==> src/rtl/time_entry_counter_pkg.sv <==
`default_nettype none
// ============================================================================
// Module      : time_entry_counter_pkg
// Description : Shared state encoding and BCD constants for the MM:SS timer.
// Revision    : 1.0 - initial release
// ============================================================================
package time_entry_counter_pkg;

    localparam int BCD_W        = 4;
    localparam int SEC_TENS_MAX = 5;
    localparam int DIGIT_MAX    = 9;
    localparam int MAX_MINUTES  = 99;

    typedef logic [BCD_W-1:0] bcd_t;

    typedef enum logic [2:0] {
        IDLE   = 3'd0,
        ENTRY  = 3'd1,
        RUN    = 3'd2,
        PAUSED = 3'd3,
        DONE   = 3'd4
    } state_t;

endpackage
`default_nettype wire

==> src/rtl/time_entry_counter_bcd_mmss_decrement.sv <==
`default_nettype none
// ============================================================================
// Module      : bcd_mmss_decrement
// Description : Combinational one-second decrement of a BCD MM:SS value with
//               borrow chain, plus a flag for a zero result.
// Revision    : 1.0 - initial release
// ============================================================================
module bcd_mmss_decrement
    import time_entry_counter_pkg::*;
(
    input  logic [BCD_W-1:0] sec_unit,
    input  logic [BCD_W-1:0] sec_tens,
    input  logic [BCD_W-1:0] min_unit,
    input  logic [BCD_W-1:0] min_tens,
    output logic [BCD_W-1:0] dec_sec_unit,
    output logic [BCD_W-1:0] dec_sec_tens,
    output logic [BCD_W-1:0] dec_min_unit,
    output logic [BCD_W-1:0] dec_min_tens,
    output logic             dec_zero
);

    logic w_borrow_su;
    logic w_borrow_st;
    logic w_borrow_mu;

    assign w_borrow_su = (sec_unit == '0);
    assign w_borrow_st = w_borrow_su && (sec_tens == '0);
    assign w_borrow_mu = w_borrow_st && (min_unit == '0);

    assign dec_sec_unit = w_borrow_su ? bcd_t'(DIGIT_MAX) : sec_unit - 4'd1;

    always_comb begin
        dec_sec_tens = sec_tens;
        dec_min_unit = min_unit;
        dec_min_tens = min_tens;
        if (w_borrow_su) begin
            dec_sec_tens = (sec_tens == '0) ? bcd_t'(SEC_TENS_MAX) : sec_tens - 4'd1;
        end
        if (w_borrow_st) begin
            dec_min_unit = (min_unit == '0) ? bcd_t'(DIGIT_MAX) : min_unit - 4'd1;
        end
        if (w_borrow_mu) begin
            dec_min_tens = (min_tens == '0) ? bcd_t'(DIGIT_MAX) : min_tens - 4'd1;
        end
    end

    assign dec_zero = (dec_sec_unit == '0) && (dec_sec_tens == '0) &&
                      (dec_min_unit == '0) && (dec_min_tens == '0);

endmodule
`default_nettype wire

==> src/rtl/time_entry_counter.sv <==
`default_nettype none
// ============================================================================
// Module      : time_entry_counter
// Description : Keypad MM:SS preset entry, seconds normalisation and 1 Hz
//               countdown with completion flag for the microwave controller.
// Revision    : 1.0 - initial release
// ============================================================================
module time_entry_counter
    import time_entry_counter_pkg::*;
#(
    parameter int MAX_DIGITS        = 4,
    parameter int TICK_DURING_ENTRY = 0
) (
    input  logic             clk,
    input  logic             rst,
    input  logic             load,
    input  logic [BCD_W-1:0] digit,
    input  logic             tick_1hz,
    input  logic             run,
    input  logic             clear_req,
    output logic [BCD_W-1:0] out_second_unit,
    output logic [BCD_W-1:0] out_second_tens,
    output logic [BCD_W-1:0] out_minute_unit,
    output logic [BCD_W-1:0] out_minute_tens,
    output logic [2:0]       entry_count,
    output logic             digit_err,
    output logic             finished
);

    localparam bit c_tick_on_entry = (TICK_DURING_ENTRY != 0);

    state_t     r_state, w_state_nxt;
    bcd_t       r_sec_unit, r_sec_tens, r_min_unit, r_min_tens;
    bcd_t       w_sec_unit_nxt, w_sec_tens_nxt, w_min_unit_nxt, w_min_tens_nxt;
    logic [2:0] r_entry_count, w_entry_count_nxt;
    logic       r_digit_err, w_digit_err_nxt;
    logic       r_finished, w_finished_nxt;

    bcd_t w_norm_sec_unit, w_norm_sec_tens, w_norm_min_unit, w_norm_min_tens;
    bcd_t w_dec_in_su, w_dec_in_st, w_dec_in_mu, w_dec_in_mt;
    bcd_t w_dec_su, w_dec_st, w_dec_mu, w_dec_mt;
    logic w_dec_zero;
    logic w_cur_zero;
    logic w_min_at_max;
    logic w_digit_ok;
    logic w_has_room;
    logic w_load_taken;

    assign w_cur_zero   = (r_sec_unit == '0) && (r_sec_tens == '0) &&
                          (r_min_unit == '0) && (r_min_tens == '0);
    assign w_min_at_max = (r_min_tens == bcd_t'(MAX_MINUTES / 10)) &&
                          (r_min_unit == bcd_t'(MAX_MINUTES % 10));
    assign w_digit_ok   = (digit <= bcd_t'(DIGIT_MAX));
    assign w_has_room   = (r_entry_count < 3'(MAX_DIGITS));

    // Seconds tens above 5 means S >= 60: drop 60 and carry one minute.
    always_comb begin
        w_norm_sec_unit = r_sec_unit;
        w_norm_sec_tens = r_sec_tens;
        w_norm_min_unit = r_min_unit;
        w_norm_min_tens = r_min_tens;
        if (r_sec_tens > bcd_t'(SEC_TENS_MAX)) begin
            w_norm_sec_tens = r_sec_tens - bcd_t'(SEC_TENS_MAX + 1);
            if (w_min_at_max) begin
                w_norm_min_tens = bcd_t'(MAX_MINUTES / 10);
                w_norm_min_unit = bcd_t'(MAX_MINUTES % 10);
                w_norm_sec_tens = bcd_t'(SEC_TENS_MAX);
                w_norm_sec_unit = bcd_t'(DIGIT_MAX);
            end else if (r_min_unit == bcd_t'(DIGIT_MAX)) begin
                w_norm_min_unit = '0;
                w_norm_min_tens = r_min_tens + 4'd1;
            end else begin
                w_norm_min_unit = r_min_unit + 4'd1;
            end
        end
    end

    // On the entry transition the decrementer sees the normalised value.
    assign w_dec_in_su = (r_state == ENTRY) ? w_norm_sec_unit : r_sec_unit;
    assign w_dec_in_st = (r_state == ENTRY) ? w_norm_sec_tens : r_sec_tens;
    assign w_dec_in_mu = (r_state == ENTRY) ? w_norm_min_unit : r_min_unit;
    assign w_dec_in_mt = (r_state == ENTRY) ? w_norm_min_tens : r_min_tens;

    bcd_mmss_decrement u_dec (
        .sec_unit     (w_dec_in_su),
        .sec_tens     (w_dec_in_st),
        .min_unit     (w_dec_in_mu),
        .min_tens     (w_dec_in_mt),
        .dec_sec_unit (w_dec_su),
        .dec_sec_tens (w_dec_st),
        .dec_min_unit (w_dec_mu),
        .dec_min_tens (w_dec_mt),
        .dec_zero     (w_dec_zero)
    );

    always_comb begin
        w_state_nxt       = r_state;
        w_sec_unit_nxt    = r_sec_unit;
        w_sec_tens_nxt    = r_sec_tens;
        w_min_unit_nxt    = r_min_unit;
        w_min_tens_nxt    = r_min_tens;
        w_entry_count_nxt = r_entry_count;
        w_digit_err_nxt   = 1'b0;
        w_finished_nxt    = r_finished;
        w_load_taken      = 1'b0;

        if (clear_req) begin
            w_state_nxt       = IDLE;
            w_sec_unit_nxt    = '0;
            w_sec_tens_nxt    = '0;
            w_min_unit_nxt    = '0;
            w_min_tens_nxt    = '0;
            w_entry_count_nxt = '0;
            w_finished_nxt    = 1'b0;
        end else begin
            if (load) begin
                if ((r_state == IDLE || r_state == ENTRY) && w_digit_ok && w_has_room) begin
                    w_min_tens_nxt    = r_min_unit;
                    w_min_unit_nxt    = r_sec_tens;
                    w_sec_tens_nxt    = r_sec_unit;
                    w_sec_unit_nxt    = digit;
                    w_entry_count_nxt = r_entry_count + 3'd1;
                    w_state_nxt       = ENTRY;
                    w_load_taken      = 1'b1;
                end else if (r_state == DONE && w_digit_ok) begin
                    w_min_tens_nxt    = '0;
                    w_min_unit_nxt    = '0;
                    w_sec_tens_nxt    = '0;
                    w_sec_unit_nxt    = digit;
                    w_entry_count_nxt = 3'd1;
                    w_finished_nxt    = 1'b0;
                    w_state_nxt       = ENTRY;
                    w_load_taken      = 1'b1;
                end else begin
                    w_digit_err_nxt   = 1'b1;
                end
            end

            if (!w_load_taken) begin
                case (r_state)
                    ENTRY: begin
                        if (run && !w_cur_zero) begin
                            w_state_nxt    = RUN;
                            w_sec_unit_nxt = w_norm_sec_unit;
                            w_sec_tens_nxt = w_norm_sec_tens;
                            w_min_unit_nxt = w_norm_min_unit;
                            w_min_tens_nxt = w_norm_min_tens;
                            if (c_tick_on_entry && tick_1hz) begin
                                w_sec_unit_nxt = w_dec_su;
                                w_sec_tens_nxt = w_dec_st;
                                w_min_unit_nxt = w_dec_mu;
                                w_min_tens_nxt = w_dec_mt;
                                if (w_dec_zero) begin
                                    w_state_nxt    = DONE;
                                    w_finished_nxt = 1'b1;
                                end
                            end
                        end
                    end
                    RUN: begin
                        if (!run) begin
                            w_state_nxt = PAUSED;
                        end else if (tick_1hz) begin
                            w_sec_unit_nxt = w_dec_su;
                            w_sec_tens_nxt = w_dec_st;
                            w_min_unit_nxt = w_dec_mu;
                            w_min_tens_nxt = w_dec_mt;
                            if (w_dec_zero) begin
                                w_state_nxt    = DONE;
                                w_finished_nxt = 1'b1;
                            end
                        end
                    end
                    PAUSED: begin
                        if (run) begin
                            w_state_nxt = RUN;
                            if (c_tick_on_entry && tick_1hz) begin
                                w_sec_unit_nxt = w_dec_su;
                                w_sec_tens_nxt = w_dec_st;
                                w_min_unit_nxt = w_dec_mu;
                                w_min_tens_nxt = w_dec_mt;
                                if (w_dec_zero) begin
                                    w_state_nxt    = DONE;
                                    w_finished_nxt = 1'b1;
                                end
                            end
                        end
                    end
                    default: begin
                    end
                endcase
            end
        end
    end

    always_ff @(posedge clk or posedge rst) begin
        if (rst) begin
            r_state       <= IDLE;
            r_sec_unit    <= '0;
            r_sec_tens    <= '0;
            r_min_unit    <= '0;
            r_min_tens    <= '0;
            r_entry_count <= '0;
            r_digit_err   <= 1'b0;
            r_finished    <= 1'b0;
        end else begin
            r_state       <= w_state_nxt;
            r_sec_unit    <= w_sec_unit_nxt;
            r_sec_tens    <= w_sec_tens_nxt;
            r_min_unit    <= w_min_unit_nxt;
            r_min_tens    <= w_min_tens_nxt;
            r_entry_count <= w_entry_count_nxt;
            r_digit_err   <= w_digit_err_nxt;
            r_finished    <= w_finished_nxt;
        end
    end

    assign out_second_unit = r_sec_unit;
    assign out_second_tens = r_sec_tens;
    assign out_minute_unit = r_min_unit;
    assign out_minute_tens = r_min_tens;
    assign entry_count     = r_entry_count;
    assign digit_err       = r_digit_err;
    assign finished        = r_finished;

endmodule
`default_nettype wire

==> config.mk <==
export PLATFORM = sky130hd
export DESIGN_NAME = time_entry_counter
export DESIGN_NICKNAME = d
export VERILOG_FILES = /design/src/rtl/time_entry_counter_pkg.sv /design/src/rtl/time_entry_counter_bcd_mmss_decrement.sv /design/src/rtl/time_entry_counter.sv
export SDC_FILE = /design/constraint.sdc
export NUM_CORES = 1
export LEC_CHECK = 0
export CAP_MARGIN = 20
export CORE_UTILIZATION = 30
export DETAILED_ROUTE_END_ITERATION = 16
export GPL_TIMING_DRIVEN = 0
export SYNTH_ARGS = -nofsm -noshare
export SYNTH_HDL_FRONTEND = slang
export SYNTH_HIERARCHICAL = 1
export SYNTH_SLANG_ARGS = --single-unit
==> constraint.sdc <==
create_clock -name clk -period 7.58 [get_ports clk]
set_clock_uncertainty 0.15 [all_clocks]
set_input_delay 0.758 -clock clk [delete_from_list [all_inputs] [get_ports clk]]
set_output_delay 0.758 -clock clk [all_outputs]
set_load 0.01 [all_outputs]
**Run 1: track usage over the die**

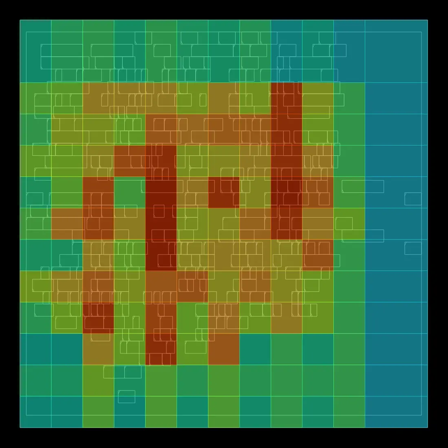
GRT Total Usage: 18.0%
met2 usage: 28.2%
routing usage on met1: 26.8%
Most Used Layer, Global Route: met2
Core Util, Final: 38.2%

**Run 1: sequential cells grouped by signal name**

Other sequential cells in the stronger gray, the rest of the logic in the fainter gray.
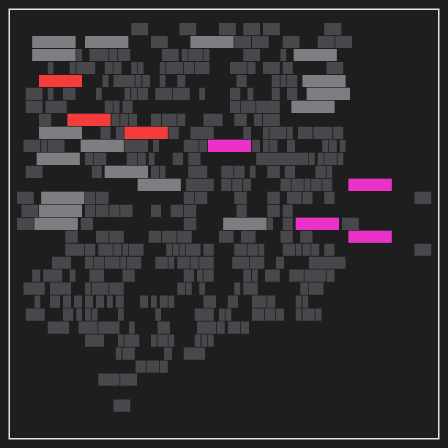
Magenta marks out_second_tens, placed flops 4, where right middle. Red marks r_state, placed flops 3.
Another 17 sequential cells are not colored.
flop share of the area: 21.4%
Flop area: 601 sq um
Seq group: 0.137 mW

==> CHANGELOG.md, run 1 <==
### Physical design

* RR Endpoint: finished
* Tool Warnings at 30
* Final WS setup at ~3.2 ns
* Gates resized, CTS repair at 0
* HPWL after DPL at 5250 um
* Non-Clock Inverter Count at 14
* Final TNS setup at 0 ns
* Met3 routed WL at 287 um
* Gpl congestion at 0.845
* Met1 wire length at 3540 um
* Ratio of cells with drive above 1 in the final layout at between 10% and 20%
* Final Setup Violations at 0
* Clock buffers at 3
* Commonest flop: dfrtp_1
* Synthesized area per cell at 7.95 sq um
* Synth top area share at 26.0%
* CTS tree: yes
* Slowest CP cell: dfrtp_1
* First drt pass iteration count at 5
* Lkg Pwr at 1.07 nW
* Worst Hold Slack at 0.407 ns
* Internal at 0.235 mW
* Vias in the first global route at 2193
* Chip Area, Yosys at roughly 2300 sq um
* FF+latch count at 24
* Sw Pwr at a little under 0.1 mW
* Fraction of registers with async set or reset after synthesis at 100%
* P_clk at 0.114 mW
* Reported max-cap violation count at 0
* Synth area leader: dfrtp_1
* Compound-cell area share of the yosys netlist at 28.9%
* Main power group: registers
* Slew @ Worst Pin at around 1 ns
* GR Util met3 at 2.19%
* IO buf count at 30
* CP Data Required Time at 7.63 ns
* Pwr per Cell Area at 119 nW/um^2
* Reg power frac at 41.0%
* Layout area overhead at 21.5%
* Reg2Reg Depth at 14
* Simple share at a little over a quarter
* Most numerous cell in the Yosys netlist: nand2_1
* Clock-pin slew on the worst setup and hold paths at ~0.090 ns
* Main logic family after synthesis: AND-OR/OR-AND gates
* Hold_sp: finished
* Core box area at between 7000 and 8000 sq um
* CP Data Arrival Time at 4.39 ns
* Post-synthesis instance total at slightly below 300
* Ys cells at between 200 and 300
* Peak VDD IR at roughly 0.095 mV
* Post-synth seq share at a little over a quarter
* Final wirelength at 7060 um
* Tmin final at between 4 and 5 ns
* Mapped Nets at just over 300
* Final Cycle Share at a little under three fifths
* Min-Delay Path Depth at 2
* Clock power frac at 34.2%
* Buffers excl. clock at ~47
* Synth area leaders: dfrtp_1, a22oi_1, nand2_1, nor2_1, ha_1
* Largest class: multi-input combinational cells
* Most numerous logic cells after layout: clkdlybuf4s50_1, nand2_1, nor2_1
* DP Area at 2730 sq um
* Synth warn at 6
* Gate Area at 1560 sq um
* Clock-cell share of area at 2.55%
* Comb/total area at 55.7%
* WL met2 at ~3100 um
* Hold violation count in the final report at 0
* Setup Fix Bufs, Post-CTS at 0
* Crit path max-delay family: simple AND/OR/NAND/NOR gates
* HP Class: flop to flop
* Inserted Diodes at 0
* Worst-path fanout max at 10
* Worst slew margin at 34.2%
* Worst path bufs/invs at 1
* Status: finished, final reports clean
* Cell Area, Synth at about 2300 sq um
* Type of origin of the critical path: flop
* DRT iter0 DRCs at approximately 160
* Routed len/inst at 16.7 um
* First-pass GRT wire length at 11100 um
* Mi-comb count at between 200 and 250
* I/O Pins at 31
* CP Capture Type: flop
* Fp_density at 31.5%
* WHS Endpoint: finished
* Root buf cell: clkbuf_8
* Synth cell types at just under 60
* Setup crit end: finished
* Clock Sinks at 24
* Nets at 343
* Drt via density at 5.69
* P_comb at 0.0828 mW
* Die x size at 89.7 um
* Chip area at 8040 sq um
* Synth cell count leaders: nand2_1, nor2_1, dfrtp_1
* R2R Setup Slk at 3.23 ns
* Pin count of the biggest net entering global routing at 25
* Post-CTS Hold Buffers at 0
* TAP cells at 99
* Post-synth EDFFs at 0
* Initial antenna violation count at 0
* RSZ-0062 raised after global routing: no
* Max Slew Vio Count at 0
* Crit path launch: out_minute_unit[0]
* Die H at 89.7 um
* Xor+xnor area frac at under 10%
* H-Tree Depth at 1
* Post-Synth Adder-Cell Area at about 4.3%
* Worst slack, placed at 3.41 ns
* Post-route antenna net violation count at 0
* Buffering overhead at 14.0%
* Remaining Overflow, GRT at 0
* Fin area at 2800 sq um
* Design Power at ~0.33 mW
* Crit path cell chain: ha_1 -> nand3b_1 -> or3_1 -> buf_2 -> nor2_1 -> nor2b_1 -> nor4_4 -> nand4_1 -> o21ai_0 -> nor4b_1 -> nand3_1 -> nor2_1 -> o21ai_0 -> a21oi_1
* Worst Path Class, Setup: flop to flop
* Drt drc at 0
* Std-Cell Rows at 31
* Critical path depth in cells at 14
* CP max stage delay at 0.59 ns
* Combinational share of power at 24.8%
* Non-Filler Instances at approximately 420
* Registers, synthesis at 24
* CTS Buf Count at 3
* Fmax at 230 MHz
* Top cell excl fill/tap: clkdlybuf4s50_1
* Max layer used: met4
* Clk buf depth at 2
* Clk_lat worst skew at 0.27 ns
* Switching Share at 29.6%
* Reg-to-reg startpoint: out_minute_unit[0]
* FILL cells at 748
* Dpl cells at 419
**Run 1: signal wires on met1**

Supply wires on this layer in gray. Cells faint in the background.
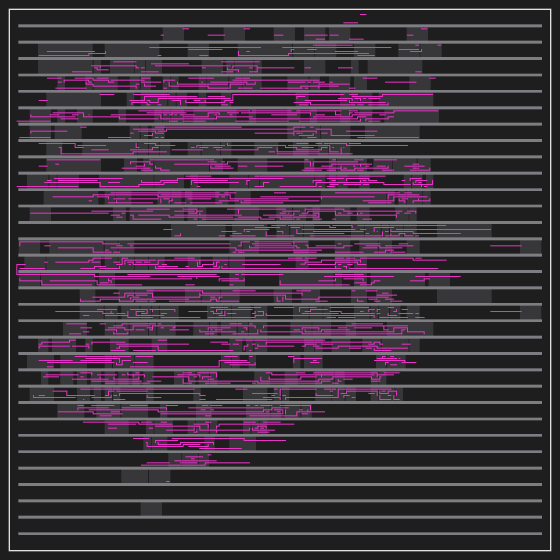
The layer carries 3540 um of wire. The wires run mostly horizontal.

==> run 2: changes to the inputs <==
clock period = 3.8 ns   (was 7.58 ns; I/O delays follow)
**Run 2: signal wires on met1**

Supply wires on this layer in gray. Cells faint in the background.
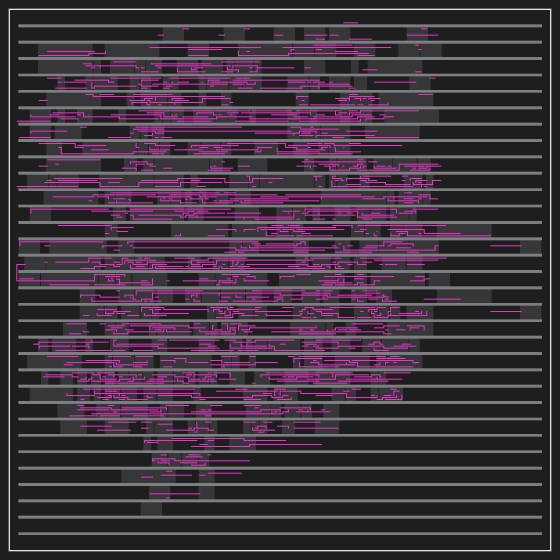
The wires run mostly horizontal. The layer carries 3440 um of wire. The longest straight run is 31.7 um. 332 nets have wire on it.
via count: 2510
routing usage on met1: 27.3%
final wirelength: 7420 um

**Run 2: sequential cells grouped by signal name**

Other sequential cells in the stronger gray, the rest of the logic in the fainter gray.
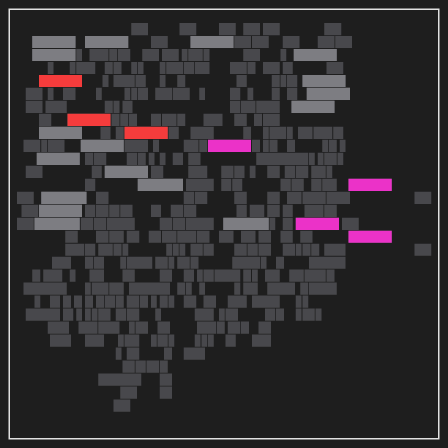
Magenta marks out_second_tens, placed flops 4, where right middle. Red marks r_state, placed flops 3.

==> CHANGELOG.md, run 2 <==
### Physical design

* Final Setup Violations at 0 (unchanged)
* Synth top area share at 26.0% (unchanged)
* Type of origin of the critical path: flop (unchanged)
* CP Capture Type: flop (unchanged)
* Ratio of cells with drive above 1 in the final layout at 23.6% (was 10.5%)
* Buffers excl. clock at 66 (was 47)
* Drt via density at 5.68 (was 5.69)
* FILL cells at 722 (was 748)
* Synth area leaders: dfrtp_1, a22oi_1, nand2_1, nor2_1, ha_1 (unchanged)
* Worst slew margin at 35.1% (was 34.2%)
* Setup crit end: r_state[1] (was finished)
* Mapped Nets at 308 (unchanged)
* Chip area at 8040 sq um (unchanged)
* Flop area at 606 sq um (was 601 sq um)
* Worst slack, placed at -0.366 ns (was 3.41 ns)
* Status: finished, final reports clean (unchanged)
* Reg2Reg Depth at 15 (was 14)
* Design Power at 0.695 mW (was 0.334 mW)
* CP Data Required Time at 3.79 ns (was 7.63 ns)
* H-Tree Depth at 1 (unchanged)
* Cell Area, Synth at 2310 sq um (unchanged)
* Switching Share at 29.9% (was 29.6%)
* Fin area at 3120 sq um (was 2800 sq um)
* TAP cells at 99 (unchanged)
* Core box area at 7330 sq um (unchanged)
* FF+latch count at 24 (unchanged)
* Crit path cell chain: inv_2 -> ha_4 -> nand3b_1 -> or3_4 -> nor2_4 -> nor2b_4 -> nor4_4 -> a41oi_2 -> or3b_4 -> nor4b_4 -> nand3_2 -> nor2_1 -> nor2_1 -> nor2_1 -> nor3_1 (was ha_1 -> nand3b_1 -> or3_1 -> buf_2 -> nor2_1 -> nor2b_1 -> nor4_4 -> nand4_1 -> o21ai_0 -> nor4b_1 -> nand3_1 -> nor2_1 -> o21ai_0 -> a21oi_1)
* Max layer used: met4 (unchanged)
* P_comb at 0.192 mW (was 0.0828 mW)
* Mi-comb count at 235 (unchanged)
* Tool Warnings at 30 (unchanged)
* Most numerous logic cells after layout: clkdlybuf4s50_1, nand2_1, a22oi_1, nor2_1, buf_4 (was clkdlybuf4s50_1, nand2_1, nor2_1)
* WHS Endpoint: finished (unchanged)
* Fmax at 273 MHz (was 230 MHz)
* Reg-to-reg startpoint: out_minute_unit[1] (was out_minute_unit[0])
* HP Class: flop to flop (unchanged)
* Slew @ Worst Pin at 0.972 ns (was 0.986 ns)
* Hold_sp: finished (unchanged)
* Synthesized area per cell at 7.95 sq um (unchanged)
* Main logic family after synthesis: AND-OR/OR-AND gates (unchanged)
* I/O Pins at 31 (unchanged)
* Synth warn at 6 (unchanged)
* Non-Clock Inverter Count at 14 (unchanged)
* Critical path depth in cells at 15 (was 14)
* Pin count of the biggest net entering global routing at 25 (unchanged)
* Vias in the first global route at 2247 (was 2193)
* Hold violation count in the final report at 0 (unchanged)
* Max Slew Vio Count at 0 (unchanged)
* Setup Fix Bufs, Post-CTS at 3 (was 0)
* Ys cells at 290 (unchanged)
* Compound-cell area share of the yosys netlist at 28.9% (unchanged)
* Std-Cell Rows at 31 (unchanged)
* WL met2 at 3420 um (was 3130 um)
* Commonest flop: dfrtp_1 (unchanged)
* First-pass GRT wire length at 11500 um (was 11100 um)
* Clk_lat worst skew at 0.27 ns (about the same)
* Crit path max-delay family: simple AND/OR/NAND/NOR gates (unchanged)
* Worst path bufs/invs at 1 (unchanged)
* Reported max-cap violation count at 0 (unchanged)
* Post-CTS Hold Buffers at 0 (unchanged)
* DRT iter0 DRCs at 180 (was 163)
* Sw Pwr at 0.208 mW (was 0.0988 mW)
* Chip Area, Yosys at 2310 sq um (unchanged)
* CP Data Arrival Time at 3.65 ns (was 4.39 ns)
* Die x size at 89.7 um (unchanged)
* Seq group at 0.273 mW (was 0.137 mW)
* R2R Setup Slk at 0.14 ns (was 3.23 ns)
* Main power group: registers (unchanged)
* Root buf cell: clkbuf_8 (unchanged)
* CTS Buf Count at 3 (unchanged)
* Post-synth EDFFs at 0 (unchanged)
* Synth area leader: dfrtp_1 (unchanged)
* Worst Hold Slack at 0.408 ns (was 0.407 ns)
* Final TNS setup at 0 ns (unchanged)
* Synth cell count leaders: nand2_1, nor2_1, dfrtp_1 (unchanged)
* Most Used Layer, Global Route: met2 (unchanged)
* Internal at 0.487 mW (was 0.235 mW)
* Simple share at 26.6% (unchanged)
* Fp_density at 31.5% (unchanged)
* Clock power frac at 33.1% (was 34.2%)
* Nets at 362 (was 343)
* Worst-path fanout max at 5 (was 10)
* Pwr per Cell Area at 222 nW/um^2 (was 119 nW/um^2)
* Slowest CP cell: dfrtp_2 (was dfrtp_1)
* Gate Area at 1730 sq um (was 1560 sq um)
* Layout area overhead at 35.4% (was 21.5%)
* Final Cycle Share at 96.3% (was 57.4%)
* Reg power frac at 39.3% (was 41.0%)
* Most numerous cell in the Yosys netlist: nand2_1 (unchanged)
* Tmin final at 3.66 ns (was 4.35 ns)
* Synth cell types at 59 (unchanged)
* Post-route antenna net violation count at 0 (unchanged)
* Met3 routed WL at 449 um (was 287 um)
* Top cell excl fill/tap: clkdlybuf4s50_1 (unchanged)
* First drt pass iteration count at 5 (unchanged)
* Buffering overhead at 17.3% (was 14.0%)
* Xor+xnor area frac at 3.04% (unchanged)
* Gpl congestion at 0.845 (unchanged)
* Clock-cell share of area at 2.28% (was 2.55%)
* Flop share of the area at 19.4% (was 21.4%)
* Registers, synthesis at 24 (unchanged)
* Combinational share of power at 27.6% (was 24.8%)
* Lkg Pwr at 1.24 nW (was 1.07 nW)
* Fraction of registers with async set or reset after synthesis at 100% (unchanged)
* Crit path launch: out_minute_unit[1] (was out_minute_unit[0])
* Dpl cells at 419 (unchanged)
* Met1 wire length at 3440 um (was 3540 um)
* IO buf count at 30 (unchanged)
* Min-Delay Path Depth at 2 (unchanged)
* Clock-pin slew on the worst setup and hold paths at 0.09 ns (about the same)
* Peak VDD IR at 0.192 mV (was 0.0952 mV)
* Gates resized, CTS repair at 12 (was 0)
**Run 2: track usage over the die**

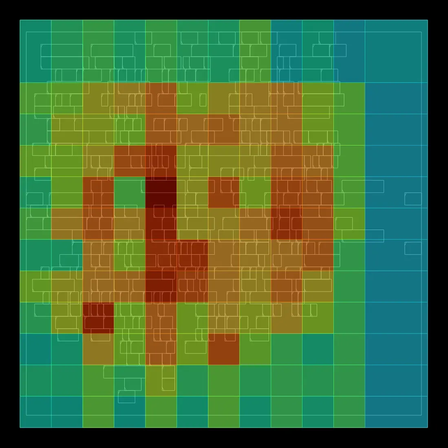
GR Util met3: 2.56%
GRT Total Usage: 18.5%
Core Util, Final: 42.6%
met2 usage: 28.4%
routed len/inst: 16.8 um

Power figures rest on the tool's default switching activity, not on a simulated workload.
